==> config.mk <==
export PLATFORM = sky130hd
export DESIGN_NAME = pipeline_ctrl_flat
export DESIGN_NICKNAME = d
export VERILOG_FILES = /design/src/rtl/pipeline_ctrl_pkg.sv /design/src/rtl/pipeline_ctrl_if.sv /design/src/rtl/pipeline_ctrl_perf_counter.sv /design/src/rtl/pipeline_ctrl.sv /design/src/flat_wrapper.sv
export SDC_FILE = /design/constraint.sdc
export NUM_CORES = 1
export LEC_CHECK = 0
export CAP_MARGIN = 40
export CORE_MARGIN = 4
export CORE_UTILIZATION = 50
export DETAILED_ROUTE_END_ITERATION = 12
export PLACE_DENSITY = 0.91
export SYNTH_ARGS = -nofsm -noshare
export SYNTH_HDL_FRONTEND = slang
export SYNTH_SLANG_ARGS = --single-unit
==> constraint.sdc <==
create_clock -name i_clk -period 2.35 [get_ports i_clk]
set_clock_uncertainty 0.15 [all_clocks]
set_input_delay 0.47 -clock i_clk [delete_from_list [all_inputs] [get_ports i_clk]]
set_output_delay 0.47 -clock i_clk [all_outputs]
set_load 0.005 [all_outputs]
==> src/rtl/pipeline_ctrl_pkg.sv <==
// ---------------------------------------------------------------------------
// ctrl_pkg
// Shared types and constants for the RV32I pipeline stall/flush sequencer.
//   ctrl_state_e  : sequencer FSM states
//   ctrl_out_t    : bundle of PC / stage-register enables and bubble flushes
//   NOP_INSTR     : encoding loaded into a stage register as a bubble
//   OP_LOAD/STORE : opcodes that raise the MEM-stage data-memory request
// ---------------------------------------------------------------------------
package ctrl_pkg;

  typedef enum logic [1:0] {
    CTRL_RUN      = 2'd0,
    CTRL_MEM_WAIT = 2'd1,
    CTRL_ERR      = 2'd2
  } ctrl_state_e;

  // addi x0, x0, 0
  localparam logic [31:0] NOP_INSTR = 32'h0000_0013;

  localparam logic [6:0] OP_LOAD  = 7'h03;
  localparam logic [6:0] OP_STORE = 7'h23;

  typedef struct packed {
    logic pc_en;
    logic if_id_en;
    logic id_ex_en;
    logic ex_mem_en;
    logic mem_wb_en;
    logic if_id_flush;
    logic id_ex_flush;
    logic mem_wb_flush;
  } ctrl_out_t;

  // Everything advances, nothing is killed.
  localparam ctrl_out_t CTRL_FLOW = '{
    pc_en: 1'b1, if_id_en: 1'b1, id_ex_en: 1'b1, ex_mem_en: 1'b1, mem_wb_en: 1'b1,
    if_id_flush: 1'b0, id_ex_flush: 1'b0, mem_wb_flush: 1'b0
  };

  // Whole pipeline frozen on the memory access; a bubble drains into WB.
  localparam ctrl_out_t CTRL_FREEZE = '{
    pc_en: 1'b0, if_id_en: 1'b0, id_ex_en: 1'b0, ex_mem_en: 1'b0, mem_wb_en: 1'b0,
    if_id_flush: 1'b0, id_ex_flush: 1'b0, mem_wb_flush: 1'b1
  };

  localparam ctrl_out_t CTRL_OFF = '0;

  // Controls when no memory stall is pending: branch beats load hazard.
  function automatic ctrl_out_t resolve_ctrl(input logic br_taken, input logic load_hazard);
    ctrl_out_t c;
    c = CTRL_FLOW;
    if (br_taken) begin
      // Kill the two wrong-path instructions behind the branch.
      c.if_id_flush = 1'b1;
      c.id_ex_flush = 1'b1;
    end else if (load_hazard) begin
      // Hold PC and IF/ID, inject one bubble into EX.
      c.pc_en       = 1'b0;
      c.if_id_en    = 1'b0;
      c.id_ex_flush = 1'b1;
    end
    return c;
  endfunction

  function automatic logic is_mem_opcode(input logic [6:0] opcode);
    return (opcode == OP_LOAD) || (opcode == OP_STORE);
  endfunction

endpackage

==> src/rtl/pipeline_ctrl_if.sv <==
// ---------------------------------------------------------------------------
// pipeline_ctrl_if
// Request/control bundle between the pipeline datapath and the sequencer.
//   i_load_hazard, i_br_taken, i_mem_req, i_mem_ack : requests into sequencer
//   o_pc_en, o_*_en, o_*_flush                      : enables / bubble loads
//   o_mem_err, o_stall_cnt, o_redirect_cnt          : status and perf counters
// modport master: datapath side (drives requests)
// modport slave : sequencer side (drives controls)
// ---------------------------------------------------------------------------
interface pipeline_ctrl_if #(
  parameter int CNT_W = 32
);
  logic             i_load_hazard;
  logic             i_br_taken;
  logic             i_mem_req;
  logic             i_mem_ack;
  logic             o_pc_en;
  logic             o_IF_ID_en;
  logic             o_ID_EX_en;
  logic             o_EX_MEM_en;
  logic             o_MEM_WB_en;
  logic             o_IF_ID_flush;
  logic             o_ID_EX_flush;
  logic             o_MEM_WB_flush;
  logic             o_mem_err;
  logic [CNT_W-1:0] o_stall_cnt;
  logic [CNT_W-1:0] o_redirect_cnt;

  modport master (
    output i_load_hazard, i_br_taken, i_mem_req, i_mem_ack,
    input  o_pc_en, o_IF_ID_en, o_ID_EX_en, o_EX_MEM_en, o_MEM_WB_en,
    input  o_IF_ID_flush, o_ID_EX_flush, o_MEM_WB_flush,
    input  o_mem_err, o_stall_cnt, o_redirect_cnt
  );

  modport slave (
    input  i_load_hazard, i_br_taken, i_mem_req, i_mem_ack,
    output o_pc_en, o_IF_ID_en, o_ID_EX_en, o_EX_MEM_en, o_MEM_WB_en,
    output o_IF_ID_flush, o_ID_EX_flush, o_MEM_WB_flush,
    output o_mem_err, o_stall_cnt, o_redirect_cnt
  );
endinterface

==> src/rtl/pipeline_ctrl_perf_counter.sv <==
// ---------------------------------------------------------------------------
// perf_counter
// Free-running event counter, wraps modulo 2^CNT_W.
//   i_clk   : clock
//   i_rst_n : asynchronous active-low reset, clears the count
//   i_inc   : count this cycle
//   o_cnt   : current count
// ---------------------------------------------------------------------------
module perf_counter #(
  parameter int CNT_W = 32
) (
  input  logic             i_clk,
  input  logic             i_rst_n,
  input  logic             i_inc,
  output logic [CNT_W-1:0] o_cnt
);
  logic [CNT_W-1:0] cnt_reg;

  always_ff @(posedge i_clk or negedge i_rst_n) begin
    if (!i_rst_n) begin
      cnt_reg <= '0;
    end else if (i_inc) begin
      cnt_reg <= cnt_reg + 1'b1;
    end
  end

  assign o_cnt = cnt_reg;
endmodule

==> src/rtl/pipeline_ctrl.sv <==
// ---------------------------------------------------------------------------
// pipeline_ctrl
// Stall/flush sequencer for the 5-stage RV32I pipeline. Merges the MEM-stage
// memory handshake, the EX redirect and the ID load-use hazard (in that
// priority) into PC/stage enables and bubble flushes, same cycle.
//   i_clk   : pipeline clock
//   i_rst_n : asynchronous active-low reset; all controls low while asserted
//   bus     : pipeline_ctrl_if.slave (requests in, controls/status out)
// Parameters:
//   MEM_TIMEOUT : max consecutive MEM_WAIT cycles before sticky error, 0 = off
//   CNT_W       : perf counter width
// ---------------------------------------------------------------------------
module pipeline_ctrl
  import ctrl_pkg::*;
#(
  parameter int MEM_TIMEOUT = 255,
  parameter int CNT_W       = 32
) (
  input  logic           i_clk,
  input  logic           i_rst_n,
  pipeline_ctrl_if.slave bus
);
  localparam int              WAIT_W     = (MEM_TIMEOUT > 0) ? $clog2(MEM_TIMEOUT + 1) : 1;
  localparam logic [WAIT_W-1:0] WAIT_MAX   = '1;
  localparam logic [WAIT_W-1:0] WAIT_LIMIT = WAIT_W'(MEM_TIMEOUT);
  localparam logic            TMO_ON     = (MEM_TIMEOUT != 0);

  ctrl_state_e       state_reg, state_next;
  logic [WAIT_W-1:0] wait_cnt_reg, wait_cnt_next;
  logic              mem_err_reg;
  ctrl_out_t         ctrl_out;
  logic              redirect_act;
  logic              stall_act;
  logic              mem_stall_run;

  // A request without a same-cycle ack is a multi-cycle access.
  assign mem_stall_run = bus.i_mem_req && !bus.i_mem_ack;

  // State register plus the registered wait counter and error flag.
  always_ff @(posedge i_clk or negedge i_rst_n) begin
    if (!i_rst_n) begin
      state_reg    <= CTRL_RUN;
      wait_cnt_reg <= '0;
      mem_err_reg  <= 1'b0;
    end else begin
      state_reg    <= state_next;
      wait_cnt_reg <= wait_cnt_next;
      mem_err_reg  <= mem_err_reg | (state_next == CTRL_ERR);
    end
  end

  // Next-state logic.
  always_comb begin
    state_next    = state_reg;
    wait_cnt_next = wait_cnt_reg;
    unique case (state_reg)
      CTRL_RUN: begin
        if (mem_stall_run) begin
          state_next    = CTRL_MEM_WAIT;
          wait_cnt_next = WAIT_W'(1);
        end else begin
          wait_cnt_next = '0;
        end
      end
      CTRL_MEM_WAIT: begin
        if (bus.i_mem_ack) begin
          state_next    = CTRL_RUN;
          wait_cnt_next = '0;
        end else if (TMO_ON && (wait_cnt_reg == WAIT_LIMIT)) begin
          state_next = CTRL_ERR;
        end else if (wait_cnt_reg != WAIT_MAX) begin
          // Saturates only when the timeout is disabled.
          wait_cnt_next = wait_cnt_reg + 1'b1;
        end
      end
      CTRL_ERR: begin
        state_next = CTRL_ERR;
      end
      default: begin
        state_next    = CTRL_RUN;
        wait_cnt_next = '0;
      end
    endcase
  end

  // Mealy outputs. Reset level forces every control low.
  always_comb begin
    ctrl_out     = CTRL_OFF;
    redirect_act = 1'b0;
    if (i_rst_n) begin
      unique case (state_reg)
        CTRL_RUN: begin
          if (mem_stall_run) begin
            ctrl_out = CTRL_FREEZE;
          end else begin
            ctrl_out     = resolve_ctrl(bus.i_br_taken, bus.i_load_hazard);
            redirect_act = bus.i_br_taken;
          end
        end
        CTRL_MEM_WAIT: begin
          // The frozen upstream stages keep presenting their requests, so on
          // the ack cycle they are resolved just as in RUN.
          if (!bus.i_mem_ack) begin
            ctrl_out = CTRL_FREEZE;
          end else begin
            ctrl_out     = resolve_ctrl(bus.i_br_taken, bus.i_load_hazard);
            redirect_act = bus.i_br_taken;
          end
        end
        default: begin
          ctrl_out = CTRL_OFF;
        end
      endcase
    end
  end

  // Stall cycles are only those the sequencer chooses; ERR is not counted.
  assign stall_act = i_rst_n && (state_reg != CTRL_ERR) && !ctrl_out.pc_en;

  logic [1:0]       cnt_inc;
  logic [CNT_W-1:0] cnt_val [2];

  assign cnt_inc = {redirect_act, stall_act};

  genvar gi;
  generate
    for (gi = 0; gi < 2; gi++) begin : g_perf
      perf_counter #(
        .CNT_W (CNT_W)
      ) u_perf_counter (
        .i_clk   (i_clk),
        .i_rst_n (i_rst_n),
        .i_inc   (cnt_inc[gi]),
        .o_cnt   (cnt_val[gi])
      );
    end
  endgenerate

  assign bus.o_pc_en          = ctrl_out.pc_en;
  assign bus.o_IF_ID_en       = ctrl_out.if_id_en;
  assign bus.o_ID_EX_en       = ctrl_out.id_ex_en;
  assign bus.o_EX_MEM_en      = ctrl_out.ex_mem_en;
  assign bus.o_MEM_WB_en      = ctrl_out.mem_wb_en;
  assign bus.o_IF_ID_flush    = ctrl_out.if_id_flush;
  assign bus.o_ID_EX_flush    = ctrl_out.id_ex_flush;
  assign bus.o_MEM_WB_flush   = ctrl_out.mem_wb_flush;
  assign bus.o_mem_err        = mem_err_reg;
  assign bus.o_stall_cnt      = cnt_val[0];
  assign bus.o_redirect_cnt   = cnt_val[1];
endmodule

==> src/flat_wrapper.sv <==
// flat-port wrapper written by rule: the top's interface ports become plain ports
module pipeline_ctrl_flat import ctrl_pkg::*;
#(
  parameter int MEM_TIMEOUT = 255,
  parameter int CNT_W       = 32
)
  (i_clk, i_rst_n, bus_i_load_hazard, bus_i_br_taken, bus_i_mem_req, bus_i_mem_ack, bus_o_pc_en, bus_o_IF_ID_en, bus_o_ID_EX_en, bus_o_EX_MEM_en, bus_o_MEM_WB_en, bus_o_IF_ID_flush, bus_o_ID_EX_flush, bus_o_MEM_WB_flush, bus_o_mem_err, bus_o_stall_cnt, bus_o_redirect_cnt);
  pipeline_ctrl_if #(.CNT_W(CNT_W)) bus_i ();
  input  logic i_clk;
  input  logic i_rst_n;
  input wire logic [$bits(bus_i.i_load_hazard)-1:0] bus_i_load_hazard;
  input wire logic [$bits(bus_i.i_br_taken)-1:0] bus_i_br_taken;
  input wire logic [$bits(bus_i.i_mem_req)-1:0] bus_i_mem_req;
  input wire logic [$bits(bus_i.i_mem_ack)-1:0] bus_i_mem_ack;
  output wire logic [$bits(bus_i.o_pc_en)-1:0] bus_o_pc_en;
  output wire logic [$bits(bus_i.o_IF_ID_en)-1:0] bus_o_IF_ID_en;
  output wire logic [$bits(bus_i.o_ID_EX_en)-1:0] bus_o_ID_EX_en;
  output wire logic [$bits(bus_i.o_EX_MEM_en)-1:0] bus_o_EX_MEM_en;
  output wire logic [$bits(bus_i.o_MEM_WB_en)-1:0] bus_o_MEM_WB_en;
  output wire logic [$bits(bus_i.o_IF_ID_flush)-1:0] bus_o_IF_ID_flush;
  output wire logic [$bits(bus_i.o_ID_EX_flush)-1:0] bus_o_ID_EX_flush;
  output wire logic [$bits(bus_i.o_MEM_WB_flush)-1:0] bus_o_MEM_WB_flush;
  output wire logic [$bits(bus_i.o_mem_err)-1:0] bus_o_mem_err;
  output wire logic [$bits(bus_i.o_stall_cnt)-1:0] bus_o_stall_cnt;
  output wire logic [$bits(bus_i.o_redirect_cnt)-1:0] bus_o_redirect_cnt;
  assign bus_i.i_load_hazard = bus_i_load_hazard;
  assign bus_i.i_br_taken = bus_i_br_taken;
  assign bus_i.i_mem_req = bus_i_mem_req;
  assign bus_i.i_mem_ack = bus_i_mem_ack;
  assign bus_o_pc_en = bus_i.o_pc_en;
  assign bus_o_IF_ID_en = bus_i.o_IF_ID_en;
  assign bus_o_ID_EX_en = bus_i.o_ID_EX_en;
  assign bus_o_EX_MEM_en = bus_i.o_EX_MEM_en;
  assign bus_o_MEM_WB_en = bus_i.o_MEM_WB_en;
  assign bus_o_IF_ID_flush = bus_i.o_IF_ID_flush;
  assign bus_o_ID_EX_flush = bus_i.o_ID_EX_flush;
  assign bus_o_MEM_WB_flush = bus_i.o_MEM_WB_flush;
  assign bus_o_mem_err = bus_i.o_mem_err;
  assign bus_o_stall_cnt = bus_i.o_stall_cnt;
  assign bus_o_redirect_cnt = bus_i.o_redirect_cnt;
  pipeline_ctrl #(.MEM_TIMEOUT(MEM_TIMEOUT), .CNT_W(CNT_W)) u_core (.i_clk(i_clk), .i_rst_n(i_rst_n), .bus(bus_i));
endmodule
### M1 wires, run 1

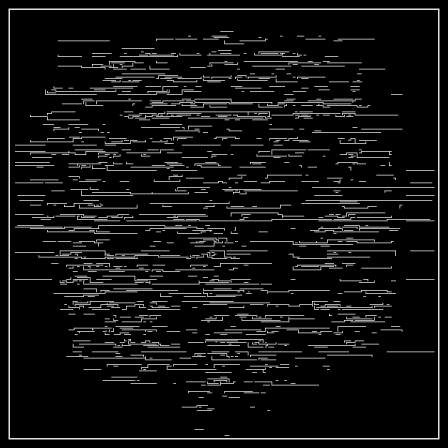
share of all routed wire: 44%
longest straight run: 27.1 um
wire length on this layer: 3550 um
main direction: horizontal
met1 Usage GRT: 25.9%
Post-Route WL: 8.04 mm
Vias: 2823

### Met2 routing, run 1

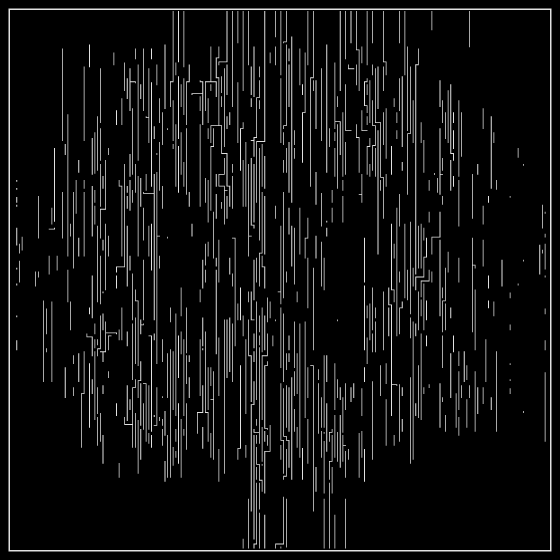
wire length on this layer: 3990 um
nets with wire on the layer: 407
main direction: vertical
met2 Usage GRT: 32.9%

==> CHANGELOG.md, run 1 <==
## Implementation

- Status: completed
- Final setup margin: 0.112 ns
- Chip Area, Yosys: 3540 um2
- Max transition margin: 61.6%
- Worst path arrival time: 1.62 ns
- Top cells by area: dfrtp_1, xnor2_1, xor2_1
- Leakage dissipation: 2.28 nW
- Comb power: 0.537 mW
- Drt drc: 0
- Worst R2R Setup Slack: 0.17 ns
- Clock slew at reported path FFs: 0.07 ns
- DRT iter0 DRCs: 137
- GRT Util Overall: 20.1%
- Final #Nets: 440
- Filler cell count: 512
- Maxcap violations: 0
- Synthesized instance count: 324
- Layout clock buffer count: 12
- Data buffer area share: 20.4%
- Commonest Layout Cell: dfrtp_1
- WP buf/inv: 3
- Clk ins delay skew pair: 0.34 ns
- Post-synthesis cell type count: 42
- Max-area cell share: 53.0%
- Worst setup path endpoint: bus_o_pc_en
- Worst Setup SP: u_core.state_reg[1]
- Max stage delay on crit path: 0.41 ns
- Tot Pwr: 2.99 mW
- Crit path max-delay family: buffers and inverters
- Critical path's slowest cell: dfrtp_1
- Register share after synthesis: 53.0%
- Synth warn: 0
- N_taps: 96
- Layout cells sized above 1: 13.6%
- Clk tree area frac: 3.63%
- Final core occ: 70.7%
- Comb area share: 33.9%
### Metal 3, run 1

The bar under the picture is 20 um long.
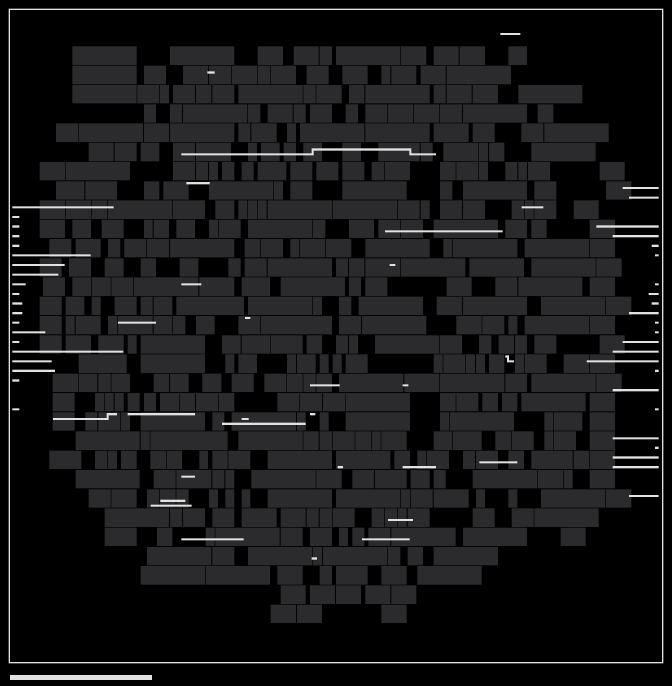
main direction: horizontal
share of all routed wire: 3.8%
nets with wire on the layer: 60
longest straight run: 18.4 um
met3 Usage GRT: 3.61%

### Met4 routing, run 1

The bar under the picture is 20 um long.
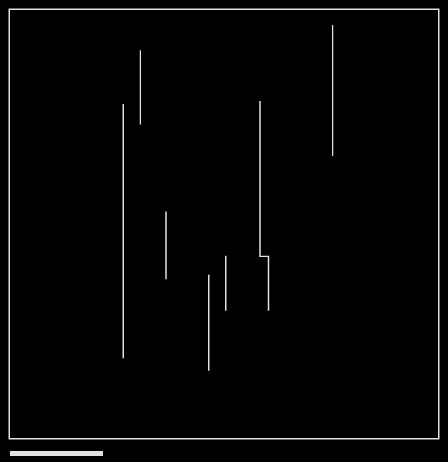
nets with wire on the layer: 6
main direction: vertical
share of all routed wire: 2.4%
longest straight run: 54.4 um

## run 1: layer usage
layer / part of all wire, % / wire [um] / global-route usage, % / vias up
met5: 0 / 0 / 0 / -
met4: 2.4 / 190 / 9.28 / 0
met3: 3.8 / 305 / 3.61 / 18
met1: 44 / 3550 / 25.9 / 1382
met2: 50 / 3990 / 32.9 / 86
li1: - / - / - / 1337
## run 1: stage by stage
stage / instances / TNS, ns
after floorplan: 324 / 0
after global placement: 513 / -4.49
after detailed placement: 514 / -6.49
after CTS: 530 / 0
after global routing: 531 / 0
final: 531 / 0
## run 1: cells by family after synthesis
group | synth area share (%)
adders and majority gates | 1.06
and+or+nand+nor | 23.6
xor gates and xnor gates | 16.6
muxes | 0.919
buffers and inverters | 2.05
DFF | 53.0
AOI/OAI and AO/OA | 2.79
==> run 2: changes to the inputs <==
--- a/config.mk
+++ b/config.mk
@@ -10,6 +10,8 @@
 export CORE_UTILIZATION = 50
 export DETAILED_ROUTE_END_ITERATION = 12
 export PLACE_DENSITY = 0.91
+export SKIP_LAST_GASP = 1
 export SYNTH_ARGS = -nofsm -noshare
 export SYNTH_HDL_FRONTEND = slang
+export SYNTH_HIERARCHICAL = 1
 export SYNTH_SLANG_ARGS = --single-unit
### Met4 routing, run 2

The bar under the picture is 20 um long.
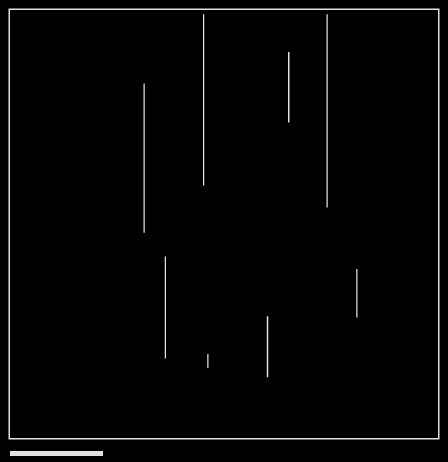
longest straight run: 41.5 um
wire length on this layer: 173 um

==> CHANGELOG.md, run 2 <==
## Implementation

- NetSw: 0.885 mW
- GRT Util Overall: 20.8%
- Post-Layout Cell Count: 532
- Maxcap violations: 0
- Register share after synthesis: 52.6%
- Status: completed
- Max stage delay on crit path: 0.49 ns
- Hold wc startpoint: u_core/g_perf[1].u_perf_counter/o_cnt[31]
- # resized after CTS: 7
- Number of buffers added on ports: 78
- WP buf/inv: 3
- Clock group power: 0.971 mW
- Drt drc: 0
- Final non-filler cell area: 4960 um2
- Mean Syn Cell Area: 11.4 um2
- CTS Buf Count: 9
- Leakage dissipation: 2.27 nW
- Combinational power share: 17.8%
- Synth warn: 6
- Clk ins delay skew pair: 0.35 ns
- Commonest Layout Cell: dfrtp_1
- Layout cells sized above 1: 16.7%
- Final Wtd Congestion: 0.873
- Synth Area in Adders: 1.05%
- Final #Nets: 440
- Final setup margin: 0.0315 ns
- Placed Cells incl. Taps: 512
- DRT iter0 DRCs: 107
- Max transition margin: 57.8%
- Tot Pwr: 3.11 mW
- Max-area cell share: 52.6%
- Synthesized instance count: 314
- # clock sinks: 75
- AND-OR/OR-AND Cells, Area Fraction: 4.17%
- Chip Area, Yosys: 3570 um2
- Most common cell in the netlist: dfrtp_1
- Post-synthesis cell type count: 45
- Worst path arrival time: 1.70 ns
- Critical path's slowest cell: clkdlybuf4s50_1
- Top cells by area: dfrtp_1, xnor2_1, xor2_1
- Worst R2R Setup Slack: 0.08 ns
- Dominant comb cell: simple AND/OR/NAND/NOR gates
- Crit path max-delay family: buffers and inverters
- Final core occ: 72.1%
- Xor+xnor area frac: 15.7%
- Comb power: 0.554 mW
- Mux area share: 0.631%
- Simple Share, Synth: 24.3%
- Worst setup path endpoint: bus_o_MEM_WB_en
- Clock slew at reported path FFs: 0.07 ns
- Ys cells: 314
- HP Class: reg2reg
- Gr ovfl total: 0
- Worst Setup SP: bus_i_mem_req
- Setup TNS: 0 ns
- RSZ-0062 raised after global routing: true
- Sequential power share: 50.9%
- Per-cell routed wire length: 16.1 um
### Metal 3, run 2

The bar under the picture is 20 um long.
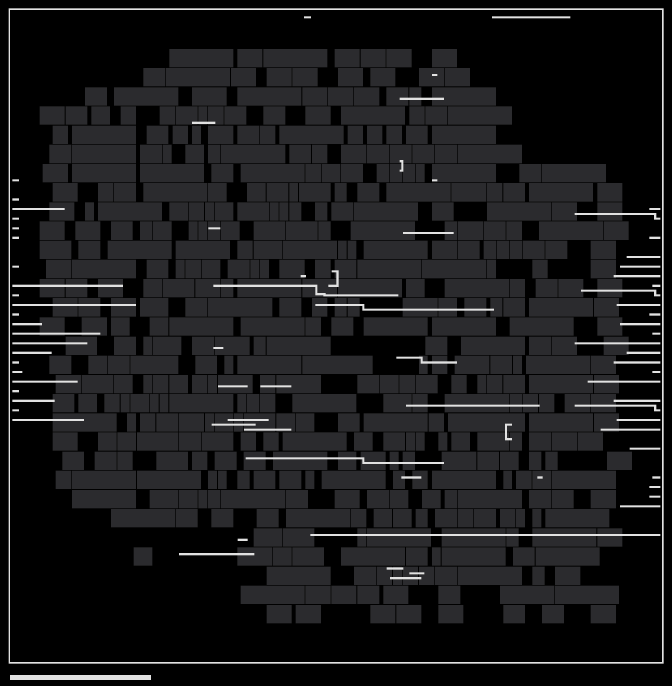
Vias: 2925
Post-Route WL: 8.56 mm
met3 Usage GRT: 5.04%

==> run 2: netlist changes by cell type after synthesis, sizes merged, moves of 4 or more <==
cell,previous run,this run
nor4,3,12
and2,3,7
nand3,30,20
xor2,31,25
nand4,17,25
nor3,18,11
nor2,22,14
==> run 2: area by class of cell <==
type	count	area, um2
Tap cell	96	120
Multi-Input combinational cell	228	1700
Fill cell	479	1910
Inverter	7	26.3
Clock buffer	10	128
Clock inverter	6	63.8
Timing Repair Buffer	110	1040
Sequential cell	75	1880
==> run 2: metal layers <==
metal  track usage (%)  vias to the layer above  routed length, um
met5                 0                        -                  8
met4              8.91                        2                172
met3              5.04                       18                487
met2              33.6                       93               4170
met1              26.7                     1437               3720
li1                  -                     1375                  -
Power is estimated from default activity; no workload was simulated.
